File: config.mk
export PLATFORM = sky130hd
export DESIGN_NAME = uart_bus_bridge
export DESIGN_NICKNAME = d
export VERILOG_FILES = /design/src/rtl/uart_bridge_pkg.sv /design/src/rtl/uart_bus_bridge_link.sv /design/src/rtl/uart_bus_bridge.sv
export SDC_FILE = /design/constraint.sdc
export NUM_CORES = 1
export LEC_CHECK = 0
export ABC_CLOCK_PERIOD_IN_PS = 2600
export CAP_MARGIN = 20
export CORE_MARGIN = 4
export CORE_UTILIZATION = 28
export DETAILED_ROUTE_END_ITERATION = 8
export PLACE_DENSITY = 0.46
export RECOVER_POWER = 50
export REMOVE_ABC_BUFFERS = 1
export SYNTH_ARGS = -nofsm -noshare
export SYNTH_HDL_FRONTEND = slang
export SYNTH_SLANG_ARGS = --single-unit
File: constraint.sdc
create_clock -name clk -period 2.6 [get_ports clk]
set_input_delay 0.26 -clock clk [delete_from_list [all_inputs] [get_ports clk]]
set_output_delay 0.26 -clock clk [all_outputs]
set_load 0.02 [all_outputs]
File: src/rtl/uart_bridge_pkg.sv
// Shared constants and types for the UART-to-register-bus bridge.
//   - frame opcodes and response bytes
//   - bridge FSM state encoding
//   - guard reload values for the UART toggle handshakes
package uart_bridge_pkg;

  localparam logic [7:0] OP_WR   = 8'h57;  // 'W' : W, AH, AL, D
  localparam logic [7:0] OP_RD   = 8'h52;  // 'R' : R, AH, AL
  localparam logic [7:0] RSP_ACK = 8'h2B;  // '+' : write completed
  localparam logic [7:0] RSP_BAD = 8'h3F;  // '?' : unknown opcode
  localparam logic [7:0] RSP_TMO = 8'h21;  // '!' : bus timeout

  // RX guard spans the UART's 1-cycle byte latency plus its 1-cycle ready lag.
  localparam logic [1:0] RX_GUARD_RELOAD = 2'd3;
  localparam logic [1:0] TX_GUARD_RELOAD = 2'd2;

  typedef enum logic [2:0] {
    ST_IDLE,
    ST_GET_AH,
    ST_GET_AL,
    ST_GET_D,
    ST_BUS_REQ,
    ST_BUS_WAIT,
    ST_SEND_RESP
  } bridge_state_e;

endpackage

File: src/rtl/uart_bus_bridge_link.sv
// uart_toggle_link: toggle-handshake adapter between the UART FIFOs and the
// bridge FSM.
//   RX: uart_rx_ready/uart_rx_byte in, uart_rx_read toggle out;
//       rx_en (FSM wants a byte) in, rx_valid/rx_data (one-cycle strobe) out.
//   TX: uart_tx_fifo_full in, uart_tx_start toggle / uart_tx_data out;
//       tx_valid/tx_byte in, tx_ready out (byte taken when both high).
// Synchronous active-low reset rst_n.
module uart_toggle_link
  import uart_bridge_pkg::*;
(
  input  logic       clk,
  input  logic       rst_n,
  input  logic       uart_rx_ready,
  input  logic [7:0] uart_rx_byte,
  output logic       uart_rx_read,
  output logic       uart_tx_start,
  output logic [7:0] uart_tx_data,
  input  logic       uart_tx_fifo_full,
  input  logic       rx_en,
  output logic       rx_valid,
  output logic [7:0] rx_data,
  input  logic       tx_valid,
  input  logic [7:0] tx_byte,
  output logic       tx_ready
);

  logic [1:0] rx_guard_q, rx_guard_d;
  logic       rx_read_q,  rx_read_d;
  logic [7:0] rx_data_q,  rx_data_d;
  logic [1:0] tx_guard_q, tx_guard_d;
  logic       tx_start_q, tx_start_d;
  logic [7:0] tx_data_q,  tx_data_d;

  assign uart_rx_read  = rx_read_q;
  assign uart_tx_start = tx_start_q;
  assign uart_tx_data  = tx_data_q;
  assign rx_data       = rx_data_q;
  assign rx_valid      = (rx_guard_q == 2'd1);
  assign tx_ready      = !uart_tx_fifo_full && (tx_guard_q == 2'd0);

  always_comb begin
    rx_guard_d = rx_guard_q;
    rx_read_d  = rx_read_q;
    rx_data_d  = rx_data_q;
    if (rx_guard_q != 2'd0) begin
      rx_guard_d = rx_guard_q - 2'd1;
      // Byte is captured on the edge where the guard steps down to 1.
      if (rx_guard_q == 2'd2) rx_data_d = uart_rx_byte;
    end else if (rx_en && uart_rx_ready) begin
      rx_read_d  = ~rx_read_q;
      rx_guard_d = RX_GUARD_RELOAD;
    end

    tx_guard_d = tx_guard_q;
    tx_start_d = tx_start_q;
    tx_data_d  = tx_data_q;
    if (tx_guard_q != 2'd0) begin
      tx_guard_d = tx_guard_q - 2'd1;
    end else if (tx_valid && tx_ready) begin
      tx_data_d  = tx_byte;
      tx_start_d = ~tx_start_q;
      tx_guard_d = TX_GUARD_RELOAD;
    end
  end

  always_ff @(posedge clk) begin
    if (!rst_n) begin
      rx_guard_q <= '0;
      rx_read_q  <= 1'b0;
      rx_data_q  <= '0;
      tx_guard_q <= '0;
      tx_start_q <= 1'b0;
      tx_data_q  <= '0;
    end else begin
      rx_guard_q <= rx_guard_d;
      rx_read_q  <= rx_read_d;
      rx_data_q  <= rx_data_d;
      tx_guard_q <= tx_guard_d;
      tx_start_q <= tx_start_d;
      tx_data_q  <= tx_data_d;
    end
  end

endmodule

File: src/rtl/uart_bus_bridge.sv
// uart_bus_bridge: parses host command frames from the UART RX FIFO and runs
// single-beat register-bus transfers; responses go to the UART TX FIFO.
//   Frames: 'W' AH AL D (write), 'R' AH AL (read; response = read data).
//   Responses: '?' bad opcode, '!' bus timeout, '+' write done (optional).
// Ports: clk, rst_n (synchronous, active-low); UART RX toggle side
// (uart_rx_ready, uart_rx_byte, uart_rx_read); UART TX toggle side
// (uart_tx_start, uart_tx_data, uart_tx_fifo_full); register bus (bus_addr,
// bus_wdata, bus_we, bus_re, bus_rdata, bus_ack); err_count (saturating).
// Build option: define UART_BRIDGE_WR_ACK_EN to answer every completed write
// with '+'; otherwise successful writes are silent.
module uart_bus_bridge
  import uart_bridge_pkg::*;
#(
  parameter int ADDR_W        = 16,
  parameter int BUS_TIMEOUT   = 255,
  parameter int FRAME_TIMEOUT = 1000000
) (
  input  logic              clk,
  input  logic              rst_n,
  input  logic              uart_rx_ready,
  input  logic [7:0]        uart_rx_byte,
  output logic              uart_rx_read,
  output logic              uart_tx_start,
  output logic [7:0]        uart_tx_data,
  input  logic              uart_tx_fifo_full,
  output logic [ADDR_W-1:0] bus_addr,
  output logic [7:0]        bus_wdata,
  output logic              bus_we,
  output logic              bus_re,
  input  logic [7:0]        bus_rdata,
  input  logic              bus_ack,
  output logic [7:0]        err_count
);

  localparam int BT_W = $clog2(BUS_TIMEOUT + 1);
  localparam int FT_W = $clog2(FRAME_TIMEOUT + 1);
  localparam logic [BT_W-1:0] BT_LAST  = BT_W'(BUS_TIMEOUT - 1);
  localparam logic [FT_W-1:0] FT_LIMIT = FT_W'(FRAME_TIMEOUT);

  bridge_state_e     state_q, state_d;
  logic              wr_q, wr_d;
  logic [ADDR_W-1:0] addr_q, addr_d;
  logic [7:0]        wdata_q, wdata_d;
  logic              we_q, we_d;
  logic              re_q, re_d;
  logic [BT_W-1:0]   btmr_q, btmr_d;
  logic [FT_W-1:0]   ftmr_q, ftmr_d;
  logic [7:0]        err_q, err_d;
  logic              rsp_pend_q, rsp_pend_d;
  logic [7:0]        rsp_byte_q, rsp_byte_d;
  logic              err_inc;

  logic       rx_en, rx_valid, tx_ready;
  logic [7:0] rx_data;

  // IDLE holds off fetching while a '?' is still queued, so it cannot be overwritten.
  assign rx_en = ((state_q == ST_IDLE) && !rsp_pend_q) ||
                 (state_q == ST_GET_AH) || (state_q == ST_GET_AL) || (state_q == ST_GET_D);

  uart_toggle_link u_link (
    .clk               (clk),
    .rst_n             (rst_n),
    .uart_rx_ready     (uart_rx_ready),
    .uart_rx_byte      (uart_rx_byte),
    .uart_rx_read      (uart_rx_read),
    .uart_tx_start     (uart_tx_start),
    .uart_tx_data      (uart_tx_data),
    .uart_tx_fifo_full (uart_tx_fifo_full),
    .rx_en             (rx_en),
    .rx_valid          (rx_valid),
    .rx_data           (rx_data),
    .tx_valid          (rsp_pend_q),
    .tx_byte           (rsp_byte_q),
    .tx_ready          (tx_ready)
  );

  assign bus_addr  = addr_q;
  assign bus_wdata = wdata_q;
  assign bus_we    = we_q;
  assign bus_re    = re_q;
  assign err_count = err_q;

  always_comb begin
    state_d    = state_q;
    wr_d       = wr_q;
    addr_d     = addr_q;
    wdata_d    = wdata_q;
    we_d       = we_q;
    re_d       = re_q;
    btmr_d     = btmr_q;
    ftmr_d     = '0;
    rsp_pend_d = rsp_pend_q;
    rsp_byte_d = rsp_byte_q;
    err_inc    = 1'b0;

    if (rsp_pend_q && tx_ready) rsp_pend_d = 1'b0;

    unique case (state_q)
      ST_IDLE: begin
        if (rx_valid) begin
          if (rx_data == OP_WR) begin
            wr_d    = 1'b1;
            state_d = ST_GET_AH;
          end else if (rx_data == OP_RD) begin
            wr_d    = 1'b0;
            state_d = ST_GET_AH;
          end else begin
            rsp_pend_d = 1'b1;
            rsp_byte_d = RSP_BAD;
            err_inc    = 1'b1;
          end
        end
      end
      ST_GET_AH, ST_GET_AL, ST_GET_D: begin
        if (rx_valid) begin
          if (state_q == ST_GET_D) begin
            wdata_d = rx_data;
            state_d = ST_BUS_REQ;
          end else begin
            // Address bytes arrive high first and are shifted in.
            addr_d = {addr_q[ADDR_W-9:0], rx_data};
            if (state_q == ST_GET_AH) state_d = ST_GET_AL;
            else                      state_d = wr_q ? ST_GET_D : ST_BUS_REQ;
          end
        end else if (ftmr_q == FT_LIMIT) begin
          state_d = ST_IDLE;
          err_inc = 1'b1;
        end else begin
          ftmr_d = ftmr_q + 1'b1;
        end
      end
      ST_BUS_REQ: begin
        we_d    = wr_q;
        re_d    = !wr_q;
        btmr_d  = '0;
        state_d = ST_BUS_WAIT;
      end
      ST_BUS_WAIT: begin
        if (bus_ack) begin
          we_d = 1'b0;
          re_d = 1'b0;
          if (!wr_q) begin
            rsp_pend_d = 1'b1;
            rsp_byte_d = bus_rdata;
            state_d    = ST_SEND_RESP;
          end else begin
`ifdef UART_BRIDGE_WR_ACK_EN
            rsp_pend_d = 1'b1;
            rsp_byte_d = RSP_ACK;
            state_d    = ST_SEND_RESP;
`else
            state_d    = ST_IDLE;
`endif
          end
        end else if (btmr_q == BT_LAST) begin
          we_d       = 1'b0;
          re_d       = 1'b0;
          err_inc    = 1'b1;
          rsp_pend_d = 1'b1;
          rsp_byte_d = RSP_TMO;
          state_d    = ST_SEND_RESP;
        end else begin
          btmr_d = btmr_q + 1'b1;
        end
      end
      ST_SEND_RESP: begin
        if (!rsp_pend_q || tx_ready) state_d = ST_IDLE;
      end
      default: state_d = ST_IDLE;
    endcase

    err_d = (err_inc && (err_q != '1)) ? err_q + 8'd1 : err_q;
  end

  always_ff @(posedge clk) begin
    if (!rst_n) begin
      state_q    <= ST_IDLE;
      wr_q       <= 1'b0;
      addr_q     <= '0;
      wdata_q    <= '0;
      we_q       <= 1'b0;
      re_q       <= 1'b0;
      btmr_q     <= '0;
      ftmr_q     <= '0;
      err_q      <= '0;
      rsp_pend_q <= 1'b0;
      rsp_byte_q <= '0;
    end else begin
      state_q    <= state_d;
      wr_q       <= wr_d;
      addr_q     <= addr_d;
      wdata_q    <= wdata_d;
      we_q       <= we_d;
      re_q       <= re_d;
      btmr_q     <= btmr_d;
      ftmr_q     <= ftmr_d;
      err_q      <= err_d;
      rsp_pend_q <= rsp_pend_d;
      rsp_byte_q <= rsp_byte_d;
    end
  end

endmodule

==> reports/results.txt <==
Antenna Nets Post-Route = 0
Hold Path Class = flop to flop
total power = 3.68 mW
dpl cell area = 5130 µm²
CTS tree = built
area growth from synthesis to layout = 25.8%
share of layout cells above drive strength 1 = 0.0495
H-tree Lvls = 3
Crit Path Class = flop to flop
PD cells = 675 nW/µm²
met2 usage = 0.188
Layout Cells excl Fill = 734
hpwl dp = 7030 µm
Final Setup Violations = 0
met3 wire len = 442 µm
sw frac = 0.267
YS warnings = 0
Unique cell types = 54
Met2 Routed Length = 4570 µm
unrepaired setup endpoints after global routing = no
Post-synth top cells = 97 x dfxtp_1, 83 x nor2_1, 40 x nand2_1
Worst R2R Start = state_q[0]
Max Cap Violations = 0
slack of the worst reg-to-reg path = 0.32 ns
Post-Place Cells = 718
fin crit period = 2.28 ns
Adder Share, Synth = 0.0289
# Cells Yosys = 486
die area = 17500 µm²
DRC viols = 0
ANT cells = 0
Startpoint Class = flop
pre-placement core utilization = 0.286
CTS Root Cell = clkbuf_16
Flops after synth = 97
yosys stat area = 4330 µm²
final setup margin = 0.316 ns
Area leader share = 0.449
sink of the worst hold path = bus_wdata[3]
Clock Pin Slew Worst Setup and Hold Paths = 0.07 ns
Clock Skew = 0.00761 ns
Post-synth seq share = 0.449
postcts setup bufs = 0
Worst EP required = 2.88 ns
clock power share = 0.384
cts bufs inserted = 9
Post-synth EDFFs = 0
count of tool warnings = 30
vias in the first global route = 3394
Synth top cell by count = dfxtp_1
DR iter-0 viols = 120
worst slack, placed = 0.338 ns
Critical Path Sink = btmr_q[7]
async set-reset flop share out of synthesis = 0
hold_buf cts = 0
compound-cell area share of the yosys netlist = 0.120
max-slew violation total from the final report = 0
DIE WIDTH = 132 µm
status = completed
yosys simple share = 0.222
largest net degree at the start of global routing = 68
Syn Area/Cell = 8.90 µm²
core area = 15100 µm²
met1 WL = 5010 µm
DR top layer = met4
worst hold path cell count = 2
Fin Setup TNS = 0 ns
Longest Clk Path Bufs = 2
met3 GRT Util = 0.0427
# fillers = 1537
area fraction in mux cells = 0.0882
RePlAce Congestion = 0.797
worst slew pin tran = 0.700 ns
final core occ = 0.359
Reg2Reg Depth = 5
FP Rows = 45
Hold Slack = 0.457 ns
Final Hold Viols = 0
share of power burned in registers = 0.456
CP arrival = 2.56 ns
leading area contributor after synthesis = dfxtp_1
synth top area cells = dfxtp_1 45%, mux2i_1 8.6%, nor2_1 7.2%, nand2_1 3.5%, a21oi_1 3.4%
Vias per Instance = 4.80
Fmax = 0.438 GHz
final worst-path cycle share = 0.878
R2R Path End = btmr_q[7]
ys flop type = dfxtp_1
CP Capture Type = flop
crit-path max FO = 14
[cells in the final DEF, fill, tap and decap left out, types with 10 or more instances in the layout]
| master | netlist | final |
|---|---|---|
| a211oi_1 | 14 | 14 |
| dfxtp_1 | 97 | 97 |
| ha_1 | 10 | 10 |
| inv_1 | 16 | 15 |
| nand3_1 | 21 | 21 |
| dlygate4sd3_1 | 0 | 43 |
| clkdlybuf4s50_1 | 0 | 21 |
| mux2i_1 | 37 | 37 |
| nand2_1 | 40 | 40 |
| nor2_1 | 83 | 84 |
| a21oi_1 | 29 | 29 |
| xor2_1 | 16 | 16 |
[critical path: stages (launching register included)]
cell and delay (ns):
dfxtp_1 0.59, and3b_1 0.36, o211a_1 0.43, o2111ai_1 0.31
or3_1 0.37, a21oi_1 0.15
[power by group through the flow]
stage	registers [mW]	logic (mW)	clock network, mW
5_1_grt	1.69	0.667	1.53
3_5_place_dp	1.71	0.602	0
4_1_cts	1.68	0.606	1.47
2_1_floorplan	1.71	0.395	0
3_3_place_gp	1.71	0.588	0
6_report	1.67	0.589	1.41
[final cells by class]
type / instances / area, µm² / area share
Clock inverter: 4 / 77.6 / 0.0143
Sequential cell: 97 / 1940 / 0.357
Tap cell: 188 / 235 / 0.0432
Inverter: 16 / 60.1 / 0.0110
Multi-Input combinational cell: 348 / 2200 / 0.405
Clock buffer: 12 / 236 / 0.0435
Timing Repair Buffer: 69 / 687 / 0.126
[registers in the layout (all words and copies together) (netlist names), 8 cells and up]
register / cells
u_link.uart_tx_data: 8
err_count: 8
u_link.rx_data: 8
bus_wdata: 8
ftmr_q: 20
rsp_byte_q: 8
bus_addr: 16
btmr_q: 8
Fig. 1: nets reached from selected ports
(2 px per µm)
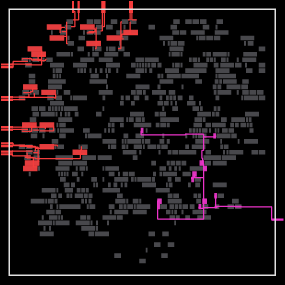
Key: magenta = `rst_n` [direction input, end cells 11, buffers 2, wire 183 µm]; red = `bus_addr` [direction output, end cells 16, buffers 16, wire 413 µm]
port buffer count: 64
Boundary Pins: 65

Fig. 2: cell area per tile
(3 px per µm) The die is cut into 13 by 13 equal tiles; dark blue is low, red is high, 0 to 100% covered.
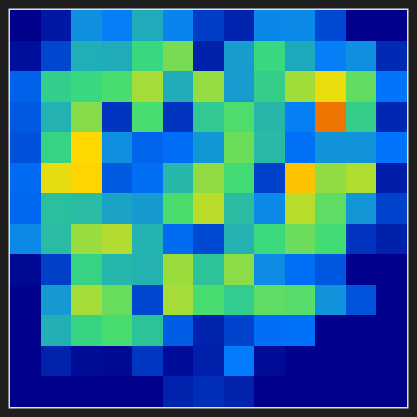
The mean over all tiles is 30%. 16% of the tiles are nearly empty. The fullest tile reaches 87%.

Fig. 3: metal 1
(4 px per µm) Supply wires on this layer in gray.
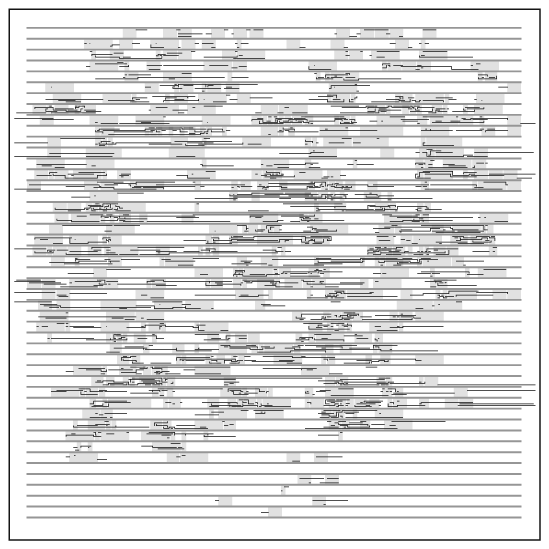
The wires run mostly horizontal. The layer holds 50% of the routed length. The layer carries 5010 µm of wire. 531 nets have wire on it.
routed wire length: 10100 µm
via count: 3521
GR Util met1: 0.158

Power figures rest on the tool's default switching activity, not on a simulated workload.
